==> config.mk <==
export PLATFORM = sky130hd
export DESIGN_NAME = systolic_ctrl
export DESIGN_NICKNAME = d
export VERILOG_FILES = /design/src/rtl/systolic_ctrl.sv
export SDC_FILE = /design/constraint.sdc
export NUM_CORES = 1
export LEC_CHECK = 0
export ABC_AREA = 1
export CORE_MARGIN = 1
export CORE_UTILIZATION = 40
export CTS_CLUSTER_DIAMETER = 120
export DETAILED_ROUTE_END_ITERATION = 8
export MAX_ROUTING_LAYER = met4
export PLACE_DENSITY = 0.66
export SETUP_SLACK_MARGIN = 0.15
export SLEW_MARGIN = 5
export SYNTH_ARGS = -nofsm -noshare
export SYNTH_HDL_FRONTEND = slang
export SYNTH_SLANG_ARGS = --single-unit
==> constraint.sdc <==
create_clock -name clk -period 8.2 [get_ports clk]
set_clock_uncertainty 0.1 [all_clocks]
set_input_delay 0.82 -clock clk [delete_from_list [all_inputs] [get_ports clk]]
set_output_delay 0.82 -clock clk [all_outputs]
set_load 0.05 [all_outputs]
==> src/rtl/systolic_ctrl.sv <==
// ---------------------------------------------------------------------------
// systolic_ctrl
//   Sequencer in front of a weight-stationary systolic array. It collects
//   ARRAY_SIZE weight rows over a valid/ready stream and shifts them into the
//   array. It then streams the job's activation vectors with a per-lane skew
//   (lane i lags lane 0 by i cycles) and drains the array. Output rows that
//   carry real results are flagged, and the end of the job is signalled with a
//   one-cycle done pulse.
//
// Ports
//   clk          rising-edge clock
//   reset        asynchronous, active-high
//   start        begin a job (sampled only while idle)
//   num_vecs     activation vectors in the job, latched on start
//   w_valid/w_ready/w_data   weight row stream
//   a_valid/a_ready/a_data   activation vector stream, lane i = [i*DW +: DW]
//   load         array weight shift enable
//   weights      weight row presented to the array
//   activations  skewed activation lanes presented to the array
//   out_valid    array output row holds a real result this cycle
//   busy         job in progress
//   done         one-cycle pulse at job end
// ---------------------------------------------------------------------------
module systolic_ctrl #(
  parameter int ARRAY_SIZE = 4,
  parameter int DATA_WIDTH = 4,
  parameter int PIPE_LAT   = 8,
  parameter int CNT_W      = 8
) (
  input  logic                             clk,
  input  logic                             reset,
  input  logic                             start,
  input  logic [CNT_W-1:0]                 num_vecs,
  input  logic                             w_valid,
  output logic                             w_ready,
  input  logic [ARRAY_SIZE*DATA_WIDTH-1:0] w_data,
  input  logic                             a_valid,
  output logic                             a_ready,
  input  logic [ARRAY_SIZE*DATA_WIDTH-1:0] a_data,
  output logic                             load,
  output logic [ARRAY_SIZE*DATA_WIDTH-1:0] weights,
  output logic [ARRAY_SIZE*DATA_WIDTH-1:0] activations,
  output logic                             out_valid,
  output logic                             busy,
  output logic                             done
);

  localparam int WC_W      = $clog2(ARRAY_SIZE) + 1;
  localparam int DRAIN_CYC = PIPE_LAT + ARRAY_SIZE - 1;
  localparam int DC_W      = $clog2(DRAIN_CYC + 1);

  typedef enum logic [2:0] {
    S_IDLE,
    S_LOAD,
    S_FEED,
    S_DRAIN,
    S_DONE
  } state_t;

  state_t           state;
  logic [CNT_W-1:0] num_lat;
  logic [WC_W-1:0]  w_cnt;
  logic [CNT_W-1:0] v_cnt;
  logic [DC_W-1:0]  drain_cnt;

  logic w_acc;
  logic a_acc;

  // Handshakes depend only on state and counters, never on the valids.
  assign w_ready = (state == S_LOAD);
  assign a_ready = (state == S_FEED) && (v_cnt < num_lat);
  assign w_acc   = w_valid & w_ready;
  assign a_acc   = a_valid & a_ready;

  assign busy = (state != S_IDLE);
  assign done = (state == S_DONE);

  always_ff @(posedge clk or posedge reset) begin
    if (reset) begin
      state     <= S_IDLE;
      num_lat   <= '0;
      w_cnt     <= '0;
      v_cnt     <= '0;
      drain_cnt <= '0;
    end else begin
      case (state)
        S_IDLE: begin
          if (start) begin
            num_lat   <= num_vecs;
            w_cnt     <= '0;
            v_cnt     <= '0;
            drain_cnt <= '0;
            state     <= S_LOAD;
          end
        end
        S_LOAD: begin
          // w_cnt has one spare bit so it can reach ARRAY_SIZE.
          if (w_acc) begin
            w_cnt <= w_cnt + 1'b1;
            if (w_cnt == WC_W'(ARRAY_SIZE - 1)) begin
              state <= (num_lat == '0) ? S_DRAIN : S_FEED;
            end
          end
        end
        S_FEED: begin
          // a_ready guarantees num_lat >= 1 here, so num_lat-1 cannot wrap,
          // and v_cnt tops out at num_lat, which fits CNT_W.
          if (a_acc) begin
            v_cnt <= v_cnt + 1'b1;
            if (v_cnt == num_lat - CNT_W'(1)) begin
              state <= S_DRAIN;
            end
          end
        end
        S_DRAIN: begin
          // Long enough for the last vector to leave the deepest skew lane
          // and pass through the array.
          if (drain_cnt == DC_W'(DRAIN_CYC - 1)) begin
            state <= S_DONE;
          end else begin
            drain_cnt <= drain_cnt + 1'b1;
          end
        end
        S_DONE: begin
          state <= S_IDLE;
        end
        default: begin
          state <= S_IDLE;
        end
      endcase
    end
  end

  // Stage p0: weight row register. Bubbles present load=0 and a zero row.
  always_ff @(posedge clk or posedge reset) begin
    if (reset) begin
      load    <= 1'b0;
      weights <= '0;
    end else begin
      load    <= w_acc;
      weights <= w_acc ? w_data : '0;
    end
  end

  // Stage p0..pN: skew lines. Lane i holds i+1 registers, so lane 0 appears
  // one cycle after the accept and each further lane one cycle later.
  for (genvar i = 0; i < ARRAY_SIZE; i++) begin : g_lane
    logic [DATA_WIDTH-1:0] dly_p [0:i];

    always_ff @(posedge clk or posedge reset) begin
      if (reset) begin
        for (int s = 0; s <= i; s++) dly_p[s] <= '0;
      end else begin
        dly_p[0] <= a_acc ? a_data[i*DATA_WIDTH +: DATA_WIDTH] : '0;
        for (int s = 1; s <= i; s++) dly_p[s] <= dly_p[s-1];
      end
    end

    assign activations[i*DATA_WIDTH +: DATA_WIDTH] = dly_p[i];
  end

  // Stage p0 valid: high while a real vector sits on lane 0 of activations.
  logic                vld_p0;
  logic [PIPE_LAT-1:0] vld_pipe;

  always_ff @(posedge clk or posedge reset) begin
    if (reset) begin
      vld_p0   <= 1'b0;
      vld_pipe <= '0;
    end else begin
      vld_p0   <= a_acc;
      vld_pipe <= {vld_pipe[PIPE_LAT-2:0], vld_p0};
    end
  end

  // Stage p0+PIPE_LAT: matches the array latency from lane 0 to output_row.
  assign out_valid = vld_pipe[PIPE_LAT-1];

endmodule
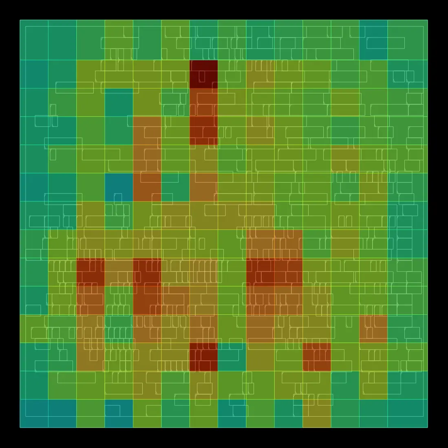
run_1/congestion.png
GR peak layer: met2
GRT met3 Usage: 3.02%

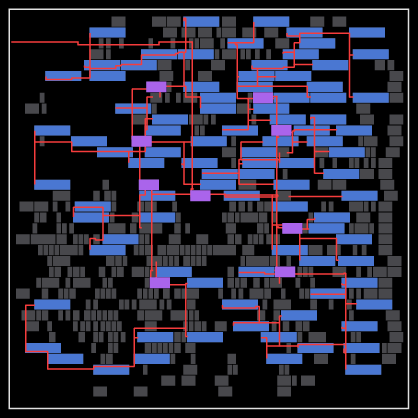
run_1/clk_routes.png
Drawn at 4 px/um.
[flip-flops] blue | count: 92
[clock wires] red | length: 1010 um
[clock drivers] purple | count: 9
routed clock nets: 10
flops lie: all over the die
Clock Power Share: 22.0%
clock network power: 294 uW
Worst-Skew Late Latency: 350 ps

==> flow_summary.json, run 1 <==
{
  "dp_cells": 594,
  "yosysUniqueCellTypes": 29,
  "tool_warnings": 27,
  "dr_wl_met2_um": 3270,
  "worst_slew_pin_slew_ps": 1130,
  "antenna_found_initial": 0,
  "first_pass_iters": 4,
  "cts_tree": "done",
  "worstPathArrival_ps": 2700,
  "drt-initial-drc-count": 70,
  "io_buffers": 82,
  "die_w_um": 99.5,
  "clkbuf_count": 9,
  "holdPathStages": 0,
  "well_tap_count": 129,
  "comb-power_uw": 473,
  "inverters_excl_clock": 73,
  "criticalPathCategory": "flip-flop to output pin",
  "setup_ws_ps": 4580,
  "final.setup.tns_ps": 0,
  "pwr-share-seq_pct": 42.5,
  "initCoreUtil_pct": 41.1,
  "place_congestion": 0.839,
  "min_to": "g_lane[3].dly_p[8]",
  "pin_count": 83,
  "syn_to_final_growth_pct": 28.4,
  "aoi_share_pct": 4.15,
  "yosys_most_used_dff": "dfrtp_1",
  "max_cap_viol_count": 0,
  "combGateArea_um2": 1110,
  "critPathMaxFanout": 13,
  "hold_slack_ps": 243,
  "met1_usage_pct": 18.4,
  "topCellsByArea": "dfrtp_1 61%, inv_1 6.9%, nand2_1 6.5%",
  "seq_area_um2": 2300,
  "layout.nonclk_buf_share_pct": 17.0,
  "crit_start": "state[2]",
  "setup_viol": 0,
  "seq-power_uw": 566,
  "cpMaxStageDelayCell": "clkdlybuf4s50_1",
  "fin_nets": 535,
  "critPathCapture": "a_ready",
  "drc": 0,
  "die_area_um2": 9890,
  "period_needed_ps": 3620,
  "slowest_delay_ps": 790,
  "edf_count": 0,
  "ys.flops": 92,
  "cts_made_buffers": 9,
  "worstReg2RegStart": "state[2]",
  "postCtsSetupRepairBufs": 0,
  "yosysMostFrequentCell": "dfrtp_1",
  "clk_pin_slew_ps": 100,
  "numClockSinks": 92,
  "lay_top_count": "dfrtp_1",
  "grt_use_total_pct": 15.3,
  "reg2reg_depth": 8,
  "hpwlAfterDp_um": 4830,
  "netlist_area_um2": 3800,
  "syn_inst": 399,
  "comb_power_share_pct": 35.5,
  "use_met2_pct": 25.1,
  "regMostFlops": "g_lane.dly_p",
  "wl_met3_um": 301,
  "status": "completed",
  "power_leader": "registers",
  "ff2ff_setup_slack_ps": 5670,
  "final_hold_viol_count": 0,
  "drive_above_1_share_pct": 5.61,
  "flops": 92,
  "dominant_cells": "flip-flops and latches",
  "vias_per_cell": 4.44,
  "final_max_slew_viol_count": 0,
  "intPower_uw": 803,
  "die_h_um": 99.5,
  "fmax_mhz": 276,
  "min_from": "g_lane[3].dly_p[12]",
  "worstSetupPathDepth": 6,
  "final-clk-cell-share_pct": 4.10,
  "grt_max_degree": 93,
  "seq_share_pct": 47.2,
  "rows": 35,
  "n_fill_cell": 846,
  "n_antenna_cell": 0,
  "grt_remaining_overflow": 0,
  "adder_share_pct": 4.61,
  "comb_share_pct": 22.8,
  "relSlewSlack_pct": 24.8,
  "grt_pass1_vias": 2596,
  "ys_seq_share_pct": 60.6,
  "met1_length_um": 3160,
  "irDropWorstVdd_v": 0.000119,
  "synth_warnings": 0,
  "cp-end-kind": "output pin",
  "layout_top_cells": "92 x dfrtp_1, 82 x clkdlybuf4s50_1, 69 x inv_1, 66 x nand2_1, 64 x nor2_1",
  "core_um2": 9240,
  "synth_area_per_cell_um2": 9.52,
  "stdcell_count": 610,
  "synthArstFlopShare_pct": 100,
  "xor_share_pct": 1.38,
  "p_leak_nw": 2.56,
  "dpl-instance-area_um2": 4680,
  "yosys.stat.chipArea_um2": 3800,
  "fp_nets": 458,
  "synthTopLogicFamily": "simple AND/OR/NAND/NOR gates",
  "ant_nets": 0,
  "start_kind": "flip-flop",
  "crit_chain": "nor3_4 -> nand3_1 -> nor2_2 -> nand2_1 -> inv_1 -> clkdlybuf4s50_1",
  "fin_util_pct": 52.8,
  "cts.path.max_buffers": 2,
  "netlist.top_cell.by_area": "dfrtp_1",
  "synth_top_area_share_pct": 60.6,
  "path_buffers": 2,
  "yosys_cells": 399,
  "final_cell_area_um2": 4880,
  "cp_data_required_time_ps": 7280,
  "wirelength_um": 6850,
  "cts_root_buf": "clkbuf_8",
  "grt_setup_unrepaired": "no",
  "vias": 2706,
  "hold_buffers": 0,
  "largest_reg_flops": 28,
  "logic_gates": 217,
  "hold_class": "flip-flop to flip-flop",
  "htreeDepth": 3
}
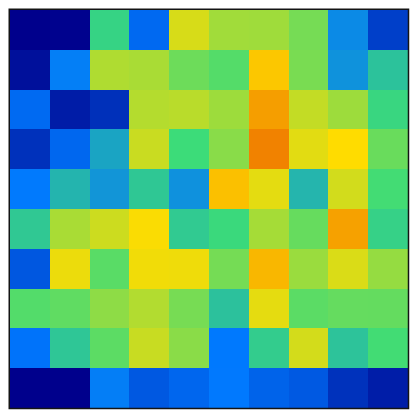
run_1/cell_density.png
Drawn at 4 px/um. 10 x 10 tiles, from dark blue (low) to red (high), 0 to 100% covered.
nearly empty tiles: 4.0%
mean over tiles: 48%
fullest tile: 85%

## Run 2: what changed since run 1
- PLACE_DENSITY: 0.66 -> 0.68
- clock period: 8.2 -> 3.3 ns (I/O delays scaled with it)
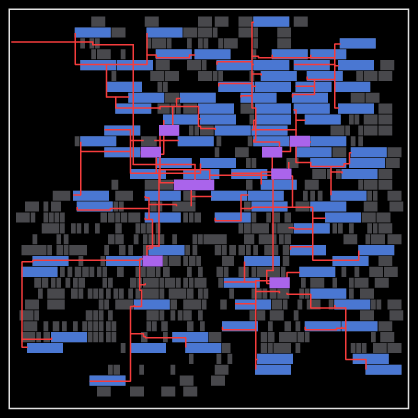
run_2/clk_routes.png
Drawn at 4 px/um.
[flip-flops] blue | count: 92
[clock wires] red | length: 1010 um
[clock drivers] purple | count: 9
routed clock nets: 10

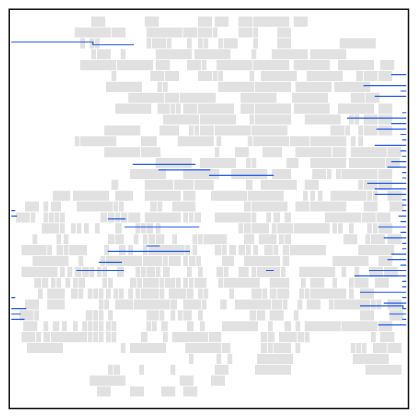
run_2/layer_met3.png
Drawn at 4 px/um.
share of all routed wire: 4.6%
nets with wire on the layer: 56
main direction: horizontal
wire length on this layer: 336 um

==> flow_summary.json, run 2 <==
{
  "status": "completed",
  "place_congestion": 0.870,
  "tool_warnings": 27,
  "clk_pin_slew_ps": 110,
  "hold_buffers": 0,
  "clock_power_share_pct": 22.1,
  "min_to": "g_lane[3].dly_p[4]",
  "relSlewSlack_pct": 53.2,
  "critPathCapture": "a_ready",
  "synth_top_area_share_pct": 60.6,
  "use_met2_pct": 27.1,
  "regMostFlops": "g_lane.dly_p",
  "p_leak_nw": 2.58,
  "xor_share_pct": 1.38,
  "synthTopLogicFamily": "simple AND/OR/NAND/NOR gates",
  "seq_area_um2": 2300,
  "irDropWorstVdd_v": 0.000302,
  "synth_warnings": 0,
  "worstReg2RegStart": "v_cnt[7]",
  "inverters_excl_clock": 73,
  "drt-initial-drc-count": 48,
  "fin_util_pct": 53.1,
  "rows": 35,
  "synthArstFlopShare_pct": 100,
  "grt_max_degree": 54,
  "clk_latency_ps": 350,
  "dominant_cells": "flip-flops and latches",
  "min_from": "g_lane[3].dly_p[8]",
  "topCellsByArea": "dfrtp_1 61%, inv_1 6.9%, nand2_1 6.5%",
  "dpl-instance-area_um2": 4710,
  "comb_power_share_pct": 35.9,
  "ys_seq_share_pct": 60.6,
  "setup_viol": 0,
  "die_h_um": 99.5,
  "die_area_um2": 9890,
  "criticalPathCategory": "flip-flop to output pin",
  "cpMaxStageDelayCell": "clkdlybuf4s50_1",
  "final-clk-cell-share_pct": 4.08,
  "power_leader": "registers",
  "crit_start": "v_cnt[7]",
  "synth_area_per_cell_um2": 9.52,
  "numClockSinks": 92,
  "top_usage_layer": "met2",
  "grt_use_total_pct": 16.0,
  "path_buffers": 3,
  "pwr-share-seq_pct": 42.0,
  "yosys_cells": 399,
  "dp_cells": 596,
  "wl_met3_um": 335,
  "first_pass_iters": 4,
  "grt_pass1_vias": 2642,
  "grt_setup_unrepaired": "no",
  "ff2ff_setup_slack_ps": 950,
  "netlist_area_um2": 3800,
  "intPower_mw": 2.02,
  "seq_share_pct": 46.9,
  "grtUsageMet3_pct": 3.16,
  "start_kind": "flip-flop",
  "period_needed_ps": 2960,
  "hold_slack_ps": 250,
  "syn_to_final_growth_pct": 29.2,
  "stdcell_count": 612,
  "syn_inst": 399
}
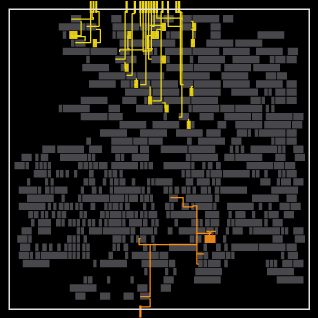
run_2/io_fan.png
Drawn at 3 px/um.
[a_data] yellow | direction: input | end cells: 16 | buffers: 16 | wire: 359 um
[w_ready] orange | direction: output | end cells: 1 | buffers: 2 | wire: 92.2 um
I/O Buffers: 82
Ports: 83

## Run 3: what changed since run 2
- PLACE_DENSITY: 0.68 -> unset
- PLACE_DENSITY_LB_ADDON: unset -> 0.2
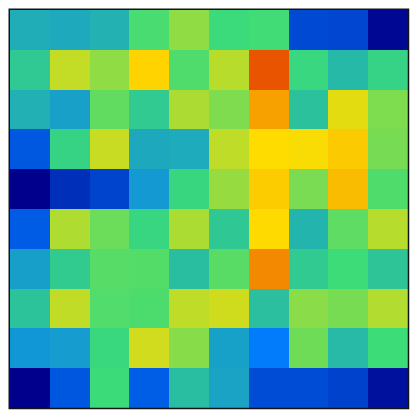
run_3/cell_density.png
Drawn at 4 px/um. 10 x 10 tiles, from dark blue (low) to red (high), 0 to 100% covered.
tiles over 75% full: 8.0%
mean over tiles: 48%
fullest tile: 91%
emptiest ninth of the die: middle left
FP Util: 41.1%
Core Area: 9240 um^2
Final Util: 52.9%

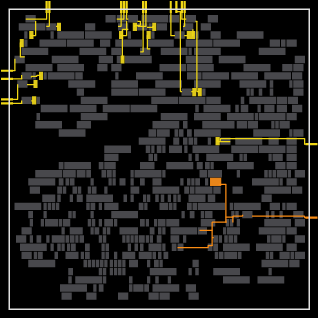
run_3/io_fan.png
Drawn at 3 px/um.
[w_ready] orange | direction: output | end cells: 1 | buffers: 1 | wire: 70.8 um
[a_data] yellow | direction: input | end cells: 16 | buffers: 16 | wire: 238 um

==> flow_summary.json, run 3 <==
{
  "well_tap_count": 129,
  "period_needed_ps": 2910,
  "criticalPathCategory": "flip-flop to output pin",
  "critPathCapture": "a_ready",
  "n_fill_cell": 840,
  "topCellsByArea": "dfrtp_1 61%, inv_1 6.9%, nand2_1 6.5%",
  "postCtsSetupRepairBufs": 0,
  "grt_remaining_overflow": 0,
  "synth_top_area_share_pct": 60.6,
  "drive_above_1_share_pct": 5.81,
  "first_pass_iters": 4,
  "min_to": "g_lane[3].dly_p[7]",
  "ys.flops": 92,
  "numClockSinks": 92,
  "hold_slack_ps": 253,
  "seq_share_pct": 47.1,
  "min_from": "g_lane[3].dly_p[11]",
  "drt-initial-drc-count": 111,
  "netlist_area_um2": 3800,
  "synthTopLogicFamily": "simple AND/OR/NAND/NOR gates",
  "cp_data_required_time_ps": 2870,
  "yosys_cells": 399,
  "final-clk-cell-share_pct": 4.02,
  "worstSetupPathDepth": 10,
  "xor_share_pct": 1.38,
  "worstPathArrival_ps": 2480,
  "final_hold_viol_count": 0,
  "clkbuf_count": 9,
  "vias": 2681,
  "fp_nets": 458,
  "cts.path.max_buffers": 2,
  "flops": 92,
  "met1_length_um": 3290,
  "status": "completed",
  "hpwlAfterDp_um": 4990,
  "adder_share_pct": 4.61,
  "tool_warnings": 27,
  "final_max_slew_viol_count": 0,
  "htreeDepth": 3,
  "comb-power_mw": 1.18,
  "rows": 35,
  "cts_root_buf": "clkbuf_8",
  "vias_per_cell": 4.39,
  "dominant_cells": "flip-flops and latches",
  "hold_class": "flip-flop to flip-flop",
  "ant_nets": 0,
  "io_buffers": 82,
  "slowest_delay_ps": 790,
  "p_leak_nw": 2.56,
  "dpl-instance-area_um2": 4700,
  "grt_max_degree": 39,
  "clk_pin_slew_ps": 100,
  "comb_power_share_pct": 35.3,
  "dr_wl_met2_um": 3200,
  "edf_count": 0,
  "top_usage_layer": "met2",
  "hold_buffers": 0,
  "setup_ws_ps": 393,
  "antenna_found_initial": 0,
  "final.setup.tns_ps": 0,
  "final_cell_area_um2": 4890,
  "worstReg2RegStart": "num_lat[7]",
  "grt_setup_unrepaired": "no",
  "yosysUniqueCellTypes": 29,
  "pwr-share-seq_pct": 42.0,
  "max_cap_viol_count": 0,
  "cts_tree": "done",
  "synthArstFlopShare_pct": 100,
  "start_kind": "flip-flop",
  "drc": 0,
  "pin_count": 83,
  "combGateArea_um2": 1110,
  "clk_latency_ps": 360
}
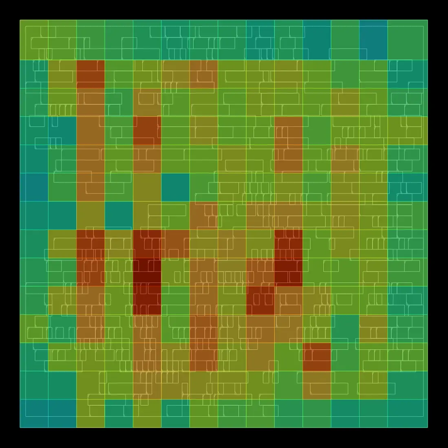
run_3/congestion.png
GRT met3 Usage: 3.44%
met2 Resource Use GR: 25.4%
DR WL/cell: 11.3 um

Power and IR drop assume default switching activity.
